--- src/rtl/imem_loader.sv ---
`timescale 1ns/1ps
// imem_loader
//
// Purpose:
//   Writer side of the instruction-memory write port of the pipelined core.
//   It takes a byte stream over a valid/ready handshake. The first four bytes
//   form a little-endian word count N. The next N groups of four bytes form
//   the instruction words. Each word goes to consecutive instruction-memory
//   addresses starting at BASE_ADDR. The core is held while a load is in
//   progress. A sticky done or err flag reports how the load ended.
//
// Handshake:
//   A byte moves on a rising edge where byte_valid_i and byte_ready_o are
//   both high. byte_ready_o is high only while the loader expects a byte
//   (states LEN and DATA). byte_valid_i is ignored while byte_ready_o is low.
//
// Ports:
//   clk              system clock, rising-edge
//   reset            asynchronous, active-low reset
//   start_i          one-cycle load request (honoured in IDLE, DONE and ERR)
//   byte_valid_i     byte_data_i carries a byte
//   byte_data_i      stream byte
//   byte_ready_o     loader accepts a byte this cycle
//   wr_en_imem_o     one-cycle instruction-memory write strobe
//   wr_addr_imem_o   write byte address (holds its last value between writes)
//   wr_instr_imem_o  write data word (holds its last value between writes)
//   core_hold_o      core must stay stalled while high
//   done_o           last load finished cleanly (sticky until next start)
//   err_o            last load aborted (sticky until next start)
//   words_loaded_o   words written by the current or last load
//   state_o          current FSM state, for debug and checkers

module imem_loader #(
    parameter logic [31:0] BASE_ADDR = 32'h0000_0000,
    parameter int unsigned MAX_WORDS = 1024,
    parameter logic [15:0] TIMEOUT   = 16'd65535
) (
    input  logic        clk,
    input  logic        reset,
    input  logic        start_i,
    input  logic        byte_valid_i,
    input  logic [7:0]  byte_data_i,
    output logic        byte_ready_o,
    output logic        wr_en_imem_o,
    output logic [31:0] wr_addr_imem_o,
    output logic [31:0] wr_instr_imem_o,
    output logic        core_hold_o,
    output logic        done_o,
    output logic        err_o,
    output logic [15:0] words_loaded_o,
    output logic [2:0]  state_o
);

    localparam logic [2:0] IDLE  = 3'd0;
    localparam logic [2:0] LEN   = 3'd1;
    localparam logic [2:0] DATA  = 3'd2;
    localparam logic [2:0] WRITE = 3'd3;
    localparam logic [2:0] DONE  = 3'd4;
    localparam logic [2:0] ERR   = 3'd5;

    logic [2:0]  state;
    logic [1:0]  byte_idx;
    logic [15:0] word_cnt;
    logic [15:0] n_words;
    logic [15:0] tmo_cnt;
    logic [31:0] asm_word;
    logic [31:0] wr_addr_q;
    logic [31:0] wr_instr_q;

    logic        accept;
    logic        start_ok;
    logic        last_byte;
    logic [31:0] new_word;

    assign byte_ready_o = (state == LEN) || (state == DATA);
    assign accept       = byte_valid_i && byte_ready_o;
    assign start_ok     = start_i && ((state == IDLE) || (state == DONE) || (state == ERR));
    assign last_byte    = (byte_idx == 2'd3);
    // The incoming byte enters at the top and older bytes shift down. After
    // four bytes, the first byte sits in [7:0], which gives little-endian order.
    assign new_word     = {byte_data_i, asm_word[31:8]};

    always_ff @(posedge clk or negedge reset) begin
        if (!reset) begin
            state      <= IDLE;
            byte_idx   <= 2'd0;
            word_cnt   <= 16'd0;
            n_words    <= 16'd0;
            tmo_cnt    <= 16'd0;
            asm_word   <= 32'd0;
            wr_addr_q  <= 32'd0;
            wr_instr_q <= 32'd0;
        end else if (start_ok) begin
            state    <= LEN;
            byte_idx <= 2'd0;
            word_cnt <= 16'd0;
            tmo_cnt  <= 16'd0;
            asm_word <= 32'd0;
        end else begin
            case (state)
                LEN, DATA: begin
                    if (accept) begin
                        tmo_cnt  <= 16'd0;
                        asm_word <= new_word;
                        byte_idx <= byte_idx + 2'd1;
                        if (last_byte) begin
                            if (state == LEN) begin
                                if (new_word == 32'd0) begin
                                    state <= DONE;
                                end else if (new_word > 32'(MAX_WORDS)) begin
                                    state <= ERR;
                                end else begin
                                    n_words  <= new_word[15:0];
                                    word_cnt <= 16'd0;
                                    state    <= DATA;
                                end
                            end else begin
                                // Address and data are registered here so
                                // they are stable for the whole WRITE cycle.
                                // They then hold until the next word.
                                wr_addr_q  <= BASE_ADDR + {14'd0, word_cnt, 2'b00};
                                wr_instr_q <= new_word;
                                state      <= WRITE;
                            end
                        end
                    end else if (tmo_cnt == TIMEOUT - 16'd1) begin
                        // This is the TIMEOUT-th consecutive idle edge.
                        state <= ERR;
                    end else begin
                        tmo_cnt <= tmo_cnt + 16'd1;
                    end
                end
                WRITE: begin
                    word_cnt <= word_cnt + 16'd1;
                    if (word_cnt + 16'd1 == n_words) begin
                        state <= DONE;
                    end else begin
                        state <= DATA;
                    end
                end
                IDLE, DONE, ERR: begin
                    state <= state;
                end
                default: begin
                    state <= IDLE;
                end
            endcase
        end
    end

    assign wr_en_imem_o    = (state == WRITE);
    assign wr_addr_imem_o  = wr_addr_q;
    assign wr_instr_imem_o = wr_instr_q;
    assign core_hold_o     = (state == LEN) || (state == DATA) || (state == WRITE);
    assign done_o          = (state == DONE);
    assign err_o           = (state == ERR);
    assign words_loaded_o  = word_cnt;
    assign state_o         = state;

endmodule

--- config.mk ---
export PLATFORM = sky130hd
export DESIGN_NAME = imem_loader
export DESIGN_NICKNAME = d
export VERILOG_FILES = /design/src/rtl/imem_loader.sv
export SDC_FILE = /design/constraint.sdc
export NUM_CORES = 1
export LEC_CHECK = 0
export CORE_UTILIZATION = 54
export CTS_CLUSTER_SIZE = 40
export DETAILED_ROUTE_END_ITERATION = 16
export GPL_ROUTABILITY_DRIVEN = 0
export PLACE_DENSITY = 0.85
export SLEW_MARGIN = 5
export SYNTH_ARGS = -nofsm -noshare
export SYNTH_HDL_FRONTEND = slang
export SYNTH_SLANG_ARGS = --single-unit
--- constraint.sdc ---
create_clock -name clk -period 2.75 [get_ports clk]
set_clock_uncertainty 0.15 [all_clocks]
set_input_delay 0.55 -clock clk [delete_from_list [all_inputs] [get_ports clk]]
set_output_delay 0.55 -clock clk [all_outputs]
set_load 0.03 [all_outputs]
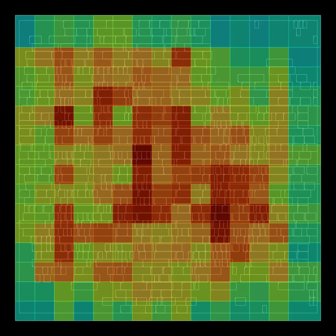
Figure 1: run 1, routing congestion map.
Layout Utilization: 71.0%
GRT Overall Usage: 26.4%

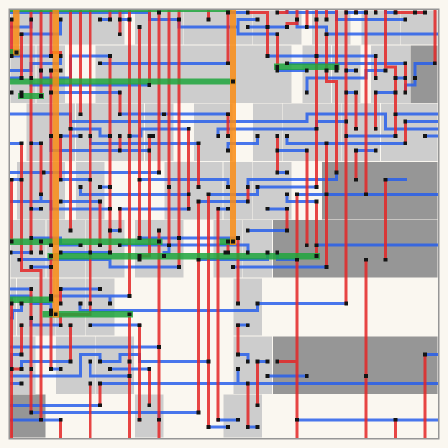
Figure 2: run 1, layout detail.
Region (71, 17) to (91, 37) µm. Cells in grey, sequential cells in the stronger grey; small squares are vias.
metal 4: in orange. metal 2: in red. metal 1: in blue. metal 3: in green.
45 logic cells have their middle in the window. Sequential cells in the window: 3. Netlist names of flops here include `words_loaded_o` (3). Most frequent: o21ai_0 (10), nor2_1 (8), nand2_1 (4).

==> results.tsv, run 1 <==
metric	value	unit
worstSetupPathType	register to output port	
chipArea	11700	µm²
synth-main-ff-cell	dfrtp_1	
max_freq	0.370	GHz
warning_count	27	
core-area	10900	µm²
yosys.area.top_type	dfrtp_1	
top_cells_by_count	dfrtp_1, nand2_1, mux2_2	
io_buffer_count	83	
antenna_cells	0	
synth.distinct_cells	58	
layoutNonFillerInstCount	836	
dp_hpwl	9430	µm
die_height	108	µm
leakagePower	0.00363	µW
rsz0062_at_grt	no	
grt_max_degree	53	
worst_hold_slack	0.351	ns
gr-total-overflow	0	
placementRows	38	
h-tree-depth	4	
setup_viol	0	
worst_slew_pin_slew	0.512	ns
syn2layout_area_growth	27.6	%
grt_pass1_vias	4855	
cts_tree	done	
synth.top_cell.area_share	51.6	%
grt_pass1_wl	23800	µm
drv_slew	0	
drv_cap	0	
post-place-cells	803	
endpoint_kind	output port	
clk_latency	0.52	ns
worstPathRequired	2.05	ns
worstPathArrival	2.00	ns
ctsRootBufferMaster	clkbuf_8	
hold_path.class	register to register	
synth_cells	579	
syn_area	6060	µm²
layout-drive-gt1-share	21.3	%
final-hold-violation-count	0	
pin_count	100	
ys_chip_area	6060	µm²
topCellsByArea	dfrtp_1, mux2_2, nand2_1	
cts.reportedPaths.clkPinSlew	0.06	ns
async_reset_ff_share	100	%
first_pass_iters	5	
drtIter0Drc	275	
numCtsBuffers	17	
cts_sinks	125	
top_cell	dfrtp_1	
power_density	832	nW/µm²
ys_warn_count	0	
drc_errors	0	
grt_antenna_before_repair	0	
via_per_inst	5.89	
die-width	108	µm
status	completed	
start_kind	register	
ant_nets	0	
clockBufferDepth	2	
max-vdd-ir-drop	0.500	mV
relSlewSlack	65.8	%
edf_count	0	
fp_util	55.7	%
min_period_over_period	98.3	%
yosys-stat-cells	579	
nNetsFinal	699	
cp_max_fo	9	
setup_tns	0	ns
avgSynthCellArea	10.5	µm²
p_total	6430	µW
yosysSeqAreaShare	51.6	%
ys_seq_elements	125	
period_minus_slack	2.70	ns
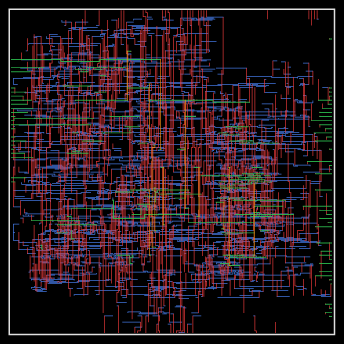
Figure 3: run 1, wiring by layer.
Scale: 3 px per µm.
metal 1: in blue, wire length 5850 µm. metal 4: in orange, wire length 268 µm. metal 2: in red, wire length 7440 µm. metal 3: in green, wire length 863 µm.
Avg WL per Cell: 17.3 µm
via count: 4920
WL final: 14400 µm

==> run 1: cells in the final DEF, fill, tap and decap left out, types with 7 or more instances in the layout <==
| cell type | n |
|---|---|
| a21oi_1 | 14 |
| and2_1 | 9 |
| buf_4 | 34 |
| clkbuf_16 | 16 |
| clkdlybuf4s50_1 | 77 |
| conb_1 | 16 |
| dfrtp_1 | 125 |
| mux2_2 | 59 |
| nand2_1 | 77 |
| nand3_1 | 41 |
| nand4_1 | 10 |
| nor2_1 | 37 |
| nor3_1 | 9 |
| o21ai_0 | 30 |
| o41ai_1 | 7 |
| xnor2_1 | 16 |
==> run 1: registers in the layout, summed over array words and instances (netlist names) <==
register	flops
state_o	3
wr_addr_imem_o	16
asm_word	24
words_loaded_o	16
wr_instr_imem_o	32
byte_idx	2
n_words	16
tmo_cnt	16
==> run 1: metrics by stage <==
stage / cell area (µm²) / setup slack, ns / utilization, %
after floorplan: 6120 / 0.0899 / -
after global placement: 7150 / -0.148 / 65.7
after detailed placement: 7150 / -0.187 / 65.7
after CTS: 7720 / 0.00160 / 70.9
after global routing: 7730 / 0.0126 / 71.0
final: 7730 / 0.0456 / 71.0
==> run 1: layer usage <==
metal	track usage, %	share of wire [%]	vias to the layer above
met4	8.41	1.9	0
met1	33.0	41	2422
met5	0	0	-
li1	-	-	2231
met3	5.61	6.0	33
met2	45.8	52	234
==> run 1: where the power goes <==
part	switching, µW	internal [µW]
logic	1180	708
clock network	864	1240
registers	333	2110
==> run 1: final timing paths <==
path / startpoint / to / slack [ns] / cells after the start
worst max-delay path: state_o[1] / byte_ready_o / 0.05 / 3
worst max register to register: words_loaded_o[0] / state_o[2] / 0.21 / 8
worst min register to register: tmo_cnt[10] / tmo_cnt[10] / 0.35 / 1
min in group asynchronous: reset / wr_addr_imem_o[14] / 0.40 / 2
max in group asynchronous: reset / n_words[0] / 1.39 / 3
worst min-delay path: tmo_cnt[10] / tmo_cnt[10] / 0.35 / 1
==> run 1: worst max-delay path, stage by stage (launching register included) <==
cell,delay [ns]
dfrtp_1,0.50
nand2b_1,0.26
a21oi_2,0.31
clkdlybuf4s15_1,0.42
==> run 1: logic make-up (layout without fill, tap and decap cells) <==
family,count (synthesis),after routing,share of synthesized area [%]
AOI/OAI and AO/OA,86,86,9.50
xor gates and xnor gates,22,22,3.18
adders and majority gates,4,4,0.826
buffers and inverters,56,158,5.18
DFF,125,125,51.6
muxes,60,60,11.1
other,1,16,0.0619
and+or+nand+nor,225,225,18.5
==> run 1: timing repair <==
| action | in CTS | in global routing |
|---|---|---|
| hold endpoints to repair | 37 | 0 |
| gates cloned | 0 | 0 |
| resized | 4 | 4 |
| setup endpoints to repair | 4 | 10 |
| setup buffers | 0 | 0 |
| hold buffers | 1 | 0 |
==> run 1: area by class of cell <==
class	count	area [µm²]
Sequential cell	125	3130
Fill cell	752	3150
Timing Repair Buffer	120	1160
Inverter	6	22.5
Multi-Input combinational cell	413	2690
Clock buffer	18	428
Clock inverter	14	134
Tap cell	140	175
==> inputs of run 2 (changes only) <==
- PLACE_DENSITY: 0.85 -> default
- PLACE_DENSITY_LB_ADDON: default -> 0.1
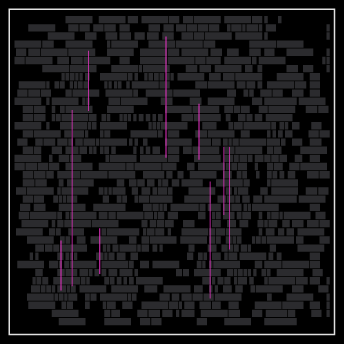
Figure 4: run 2, the metal 4 layer.
Scale: 3 px per µm. Cells faint in the background.
The layer holds 1.9% of the routed length. 6 nets have wire on it. The wires run mostly vertical. The longest straight run is 58.5 µm. The layer carries 263 µm of wire.

==> results.tsv, run 2 <==
metric	value	unit	change
status	completed		unchanged
core-area	10900	µm²	unchanged
slowest_delay	0.66	ns	was 0.50 ns
nNetsFinal	700		was 699
leakagePower	0.00369	µW	was 0.00363 µW
setup_tns	0	ns	unchanged
clk_latency	0.53	ns	was 0.52 ns
top_cells_by_count	dfrtp_1, nand2_1, mux2_2		unchanged
worstSetupPathType	register to output port		unchanged
largest_reg_flops	32		unchanged
ys_seq_elements	125		unchanged
async_reset_ff_share	100	%	unchanged
grt_pass1_wl	22800	µm	was 23800 µm
synth.top_cell.area_share	51.6	%	unchanged
postLayoutCellArea	7820	µm²	was 7730 µm²
chipArea	11700	µm²	unchanged
die_height	108	µm	unchanged
cts_setup_buffers	0		unchanged
drv_slew	0		unchanged
syn2layout_area_growth	29.0	%	was 27.6%
final_common_cell	dfrtp_1		unchanged
cts_sinks	125		unchanged
power_density	849	nW/µm²	was 832 nW/µm²
h-tree-depth	4		unchanged
drc_errors	0		unchanged
pin_count	100		unchanged
cts_tree	done		unchanged
yosysSeqAreaShare	51.6	%	unchanged
avgSynthCellArea	10.5	µm²	unchanged
synth-main-ff-cell	dfrtp_1		unchanged
layout-drive-gt1-share	21.1	%	was 21.3%
rsz0062_at_grt	no		unchanged
clockBufferDepth	2		unchanged
worst_hold_slack	0.339	ns	was 0.351 ns
groute.usage.overall	25.6	%	was 26.4%
wl	13700	µm	was 14400 µm
io_buffer_count	83		unchanged
fillerInstances	796		was 752
period_minus_slack	2.66	ns	was 2.70 ns
placementRows	38		unchanged
endpoint_kind	output port		unchanged
grt_pass1_vias	4694		was 4855
die-width	108	µm	unchanged
crit_path_cell_trace	buf_4 -> and3b_1 -> clkdlybuf4s50_1		was nand2b_1 -> a21oi_2 -> clkdlybuf4s15_1
topCellsByArea	dfrtp_1, mux2_2, nand2_1		unchanged
setup_viol	0		unchanged
vias	4731		was 4920
ant_nets	0		unchanged
drt-wirelength-per-cell	16.3	µm	was 17.3 µm
numCtsBuffers	17		unchanged
cp_max_fo	13		was 9
min_period_over_period	96.8	%	was 98.3%
start_kind	register		unchanged
dp_hpwl	9360	µm	was 9430 µm
drv_cap	0		unchanged
via_per_inst	5.65		was 5.89
fp_util	55.7	%	unchanged
worst_slew_pin_slew	0.609	ns	was 0.512 ns
drtIter0Drc	179		was 275
yosys.area.top_type	dfrtp_1		unchanged
dpl_cell_area	7160	µm²	was 7150 µm²
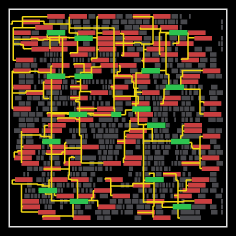
Figure 5: run 2, routed clock nets over the placement.
Scale: 2 px per µm.
clock drivers: in green, count 17. flip-flops: in red, count 125. clock wires: in yellow, length 1580 µm.
There are 18 routed clock nets. Position of the flops: spread over the die.

-- run 2: cell counts after synthesis --
Identical to the previous run, type by type.
-- run 2: routing by layer --
| metal | track usage [%] | wire length (µm) | vias up | part of all wire [%] |
|---|---|---|---|---|
| li1 | - | - | 2238 | - |
| met1 | 32.1 | 5930 | 2329 | 43 |
| met2 | 42.4 | 6880 | 142 | 50 |
| met3 | 6.21 | 606 | 22 | 4.4 |
| met4 | 10.5 | 263 | 0 | 1.9 |
| met5 | 0 | 0 | - | 0 |
-- run 2: critical path: cells and delay by family, from the launching register on --
family                 cells  cell delay [ns]
buffers and inverters      2             0.84
flip-flops                 1             0.38
AND/OR/NAND/NOR            1             0.21
-- run 2: timing repair --
action | in CTS | in global routing
gates resized | 2 | 4
endpoints found under the hold margin | 125 | 0
setup endpoints to repair | 2 | 3
hold buffers | 1 | 0
-- run 2: report_power, final --
part / leakage (µW) / switching (µW) / internal (µW)
registers: 0.00172 / 307 / 2110
clock network: 0.000308 / 796 / 1610
logic: 0.00166 / 1130 / 694
total: 0.00369 / 2230 / 4420
-- run 2: worst paths after layout --
| check | from | endpoint | slack [ns] | cells past startpoint |
|---|---|---|---|---|
| max reg2reg | words_loaded_o[6] | state_o[2] | 0.23 | 7 |
| max in group asynchronous | reset | asm_word[14] | 1.65 | 3 |
| min reg2reg | tmo_cnt[10] | tmo_cnt[10] | 0.34 | 1 |
| max | state_o[1] | err_o | 0.09 | 3 |
| min | tmo_cnt[10] | tmo_cnt[10] | 0.34 | 1 |
| min in group asynchronous | reset | wr_addr_imem_o[13] | 0.42 | 3 |
-- run 2: area by class of cell --
| type | count | area (µm²) | area share, % |
|---|---|---|---|
| clock buffer | 21 | 449 | 5.74 |
| clock inverter | 11 | 189 | 2.42 |
| inverter | 6 | 22.5 | 0.288 |
| multi-input combinational | 413 | 2690 | 34.4 |
| sequential | 125 | 3130 | 40.0 |
| tap | 140 | 175 | 2.24 |
| timing repair buffer | 121 | 1160 | 14.9 |
-- run 2: logic make-up (layout without fill, tap and decap cells) --
family                     after synthesis  after routing  share of synthesized area [%]
AOI/OAI and AO/OA                       86             86                           9.50
xor gates and xnor gates                22             22                           3.18
adders and majority gates                4              4                          0.826
buffers and inverters                   56            159                           5.18
DFF                                    125            125                           51.6
muxes                                   60             60                           11.1
other                                    1             16                         0.0619
and+or+nand+nor                        225            225                           18.5
-- run 2: stage by stage --
step | power (µW) | cells | util (%)
final | 6640 | 837 | 71.8
after global routing | 6990 | 837 | 71.8
after CTS | 6700 | 837 | 71.7
after detailed placement | 4280 | 804 | 65.8
after global placement | 4230 | 804 | 65.8
after floorplan | 3590 | 594 | -
==> inputs of run 3 (changes only) <==
- CORE_MARGIN: default -> 2
- GPL_ROUTABILITY_DRIVEN: 0 -> default
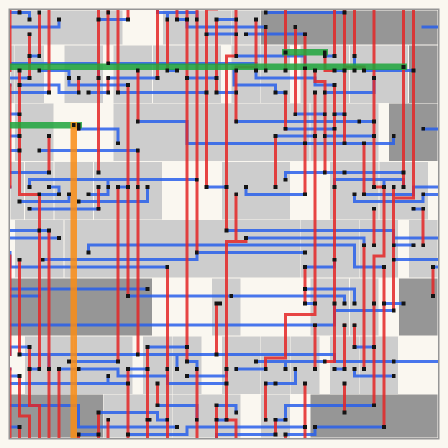
Figure 6: run 3, layout detail.
Region (72, 17) to (92, 37) µm. Cells in grey, sequential cells in the stronger grey; small squares are vias.
metal 1: in blue. metal 3: in green. metal 2: in red. metal 4: in orange.
Netlist names of flops here include `words_loaded_o` (3). Sequential cells in the window: 3. Most frequent: nor2_1 (8), o21ai_0 (4), nand2_1 (4). 43 logic cells have their middle in the window.

==> results.tsv, run 3 <==
metric	value	unit	change
status	completed		unchanged
wl_met1	5990	µm	was 5930 µm
max_freq	0.383	GHz	was 0.376 GHz
largest_reg_flops	32		unchanged
pin_count	100		unchanged
top_cells_by_count	dfrtp_1, nand2_1, mux2_2		unchanged
fillerInstances	826		was 796
die_height	110	µm	was 108 µm
worst_slew_pin_slew	0.606	ns	was 0.609 ns
hold_path.class	register to register		unchanged
yosys-stat-cells	579		unchanged
worstHoldPathCells	1		unchanged
edf_count	0		unchanged
max-vdd-ir-drop	0.538	mV	was 0.511 mV
grt_max_degree	63		was 76
synth-compound-area-share	9.50	%	unchanged
synth_cells	579		unchanged
async_reset_ff_share	100	%	unchanged
dp_hpwl	9400	µm	was 9360 µm
yosys.area.top_type	dfrtp_1		unchanged
topCellsByArea	dfrtp_1, mux2_2, nand2_1		unchanged
cts_tree	done		unchanged
ys_seq_elements	125		unchanged
layout-drive-gt1-share	21.0	%	was 21.1%
reg2regPathDepth	7		unchanged
antenna_cells	0		unchanged
logic_family	simple AND/OR/NAND/NOR gates		unchanged
synth.distinct_cells	58		unchanged
yosysSeqAreaShare	51.6	%	unchanged
ys_chip_area	6060	µm²	unchanged
cp_max_fo	9		was 13
die-width	110	µm	was 108 µm
grt_pass1_vias	4805		was 4694
avgSynthCellArea	10.5	µm²	unchanged
synthSimpleGateAreaFrac	18.5	%	unchanged
worst_hold_slack	0.328	ns	was 0.339 ns
groute.usage.overall	25.1	%	was 25.6%
synth.top_cell.area_share	51.6	%	unchanged
leakagePower	0.00363	µW	was 0.00369 µW
h-tree-depth	4		unchanged
relSlewSlack	59.6	%	was 59.4%
placementRows	38		unchanged
ys_sh_mux	11.1	%	unchanged
dr_wl_met3	646	µm	was 606 µm
cts.reportedPaths.clkPinSlew	0.05	ns	was 0.06 ns
first_pass_iters	5		was 4
fa_ha_area_share	0.826	%	unchanged
io_buffer_count	83		unchanged
power_density	826	nW/µm²	was 849 nW/µm²
top_layer	met4		unchanged
ys_warn_count	0		unchanged
setup_viol	0		unchanged
warning_count	27		unchanged
grt_pass1_wl	23600	µm	was 22800 µm
vias	4700		was 4731
drv_cap	0		unchanged
final_common_cell	dfrtp_1		unchanged
wl	13900	µm	was 13700 µm
grt_antenna_before_repair	0		unchanged
cts_setup_buffers	0		unchanged
final-hold-violation-count	0		unchanged
chipArea	12100	µm²	was 11700 µm²
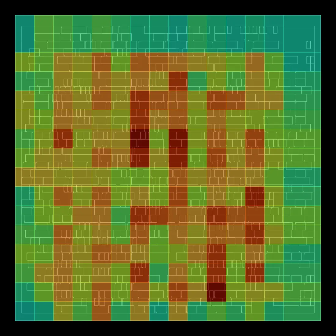
Figure 7: run 3, routing congestion map.
Layout Utilization: 70.9%
M3 GR Usage: 5.81%
GRT Max-Usage Layer: met2
Avg WL per Cell: 16.6 µm

## run 3: cells by family after synthesis
logic type               count (synthesis)
flip-flops                             125
adder cells (fa/ha/maj)                  4
AND/OR/NAND/NOR                        225
other                                    1
XOR/XNOR                                22
multiplexers                            60
buffers and inverters                   56
AND-OR/OR-AND                           86
## run 3: per-stage QoR
step / area (µm²) / TNS [ns] / setup slack (ns) / power (µW) / std cells
2_1_floorplan: 6120 / 0 / 0.0899 / 3590 / 594
3_3_place_gp: 7150 / -1.34 / -0.123 / 4220 / 804
3_5_place_dp: 7150 / -2.03 / -0.202 / 4290 / 804
4_1_cts: 7720 / 0 / 0.0118 / 6420 / 836
5_1_grt: 7720 / 0 / 0.00870 / 6710 / 836
6_report: 7720 / 0 / 0.136 / 6380 / 836
## run 3: what timing repair did
item,CTS,global route
endpoints found under the setup margin,4,2
hold buffers,1,0
hold endpoints to repair,28,0
pin swaps,0,0
resized,4,2
## run 3: worst paths after layout
check                           slack, ns                 end   startpoint
worst max-delay path                 0.14        byte_ready_o   state_o[0]
max in group asynchronous            1.31        asm_word[29]        reset
worst min-delay path                 0.33         tmo_cnt[10]  tmo_cnt[10]
min in group asynchronous            0.35  wr_addr_imem_o[13]        reset
worst min register to register       0.33         tmo_cnt[10]  tmo_cnt[10]
worst max register to register       0.24          tmo_cnt[2]   tmo_cnt[8]
## run 3: report_power, final
group          switching [µW]  total, µW  leakage [µW]  internal [µW]
combinational            1140       1820       0.00164            682
sequential                319       2430       0.00172           2110
clock                     800       2120      0.000269           1320
total                    2260       6380       0.00363           4120
## run 3: area by class of cell
class	instances	share of cell area, %
Sequential cell	125	40.5
Multi-Input combinational cell	413	34.8
Timing Repair Buffer	121	14.9
Clock buffer	20	5.77
Tap cell	140	2.27
Clock inverter	11	1.54
Inverter	6	0.292
## run 3: routing by layer
metal  up-vias  global-route usage [%]
met5         -                       0
met4         0                    7.87
met3        11                    5.81
met2       140                    42.7
met1      2319                    31.6
li1       2230                       -
## run 3: worst max-delay path: stages, from the launching register on
cell,delay [ns]
dfrtp_1,0.47
nand2b_1,0.21
a21oi_2,0.28
dlygate4sd2_1,0.44
Power figures rest on the tool's default switching activity, not on a simulated workload.
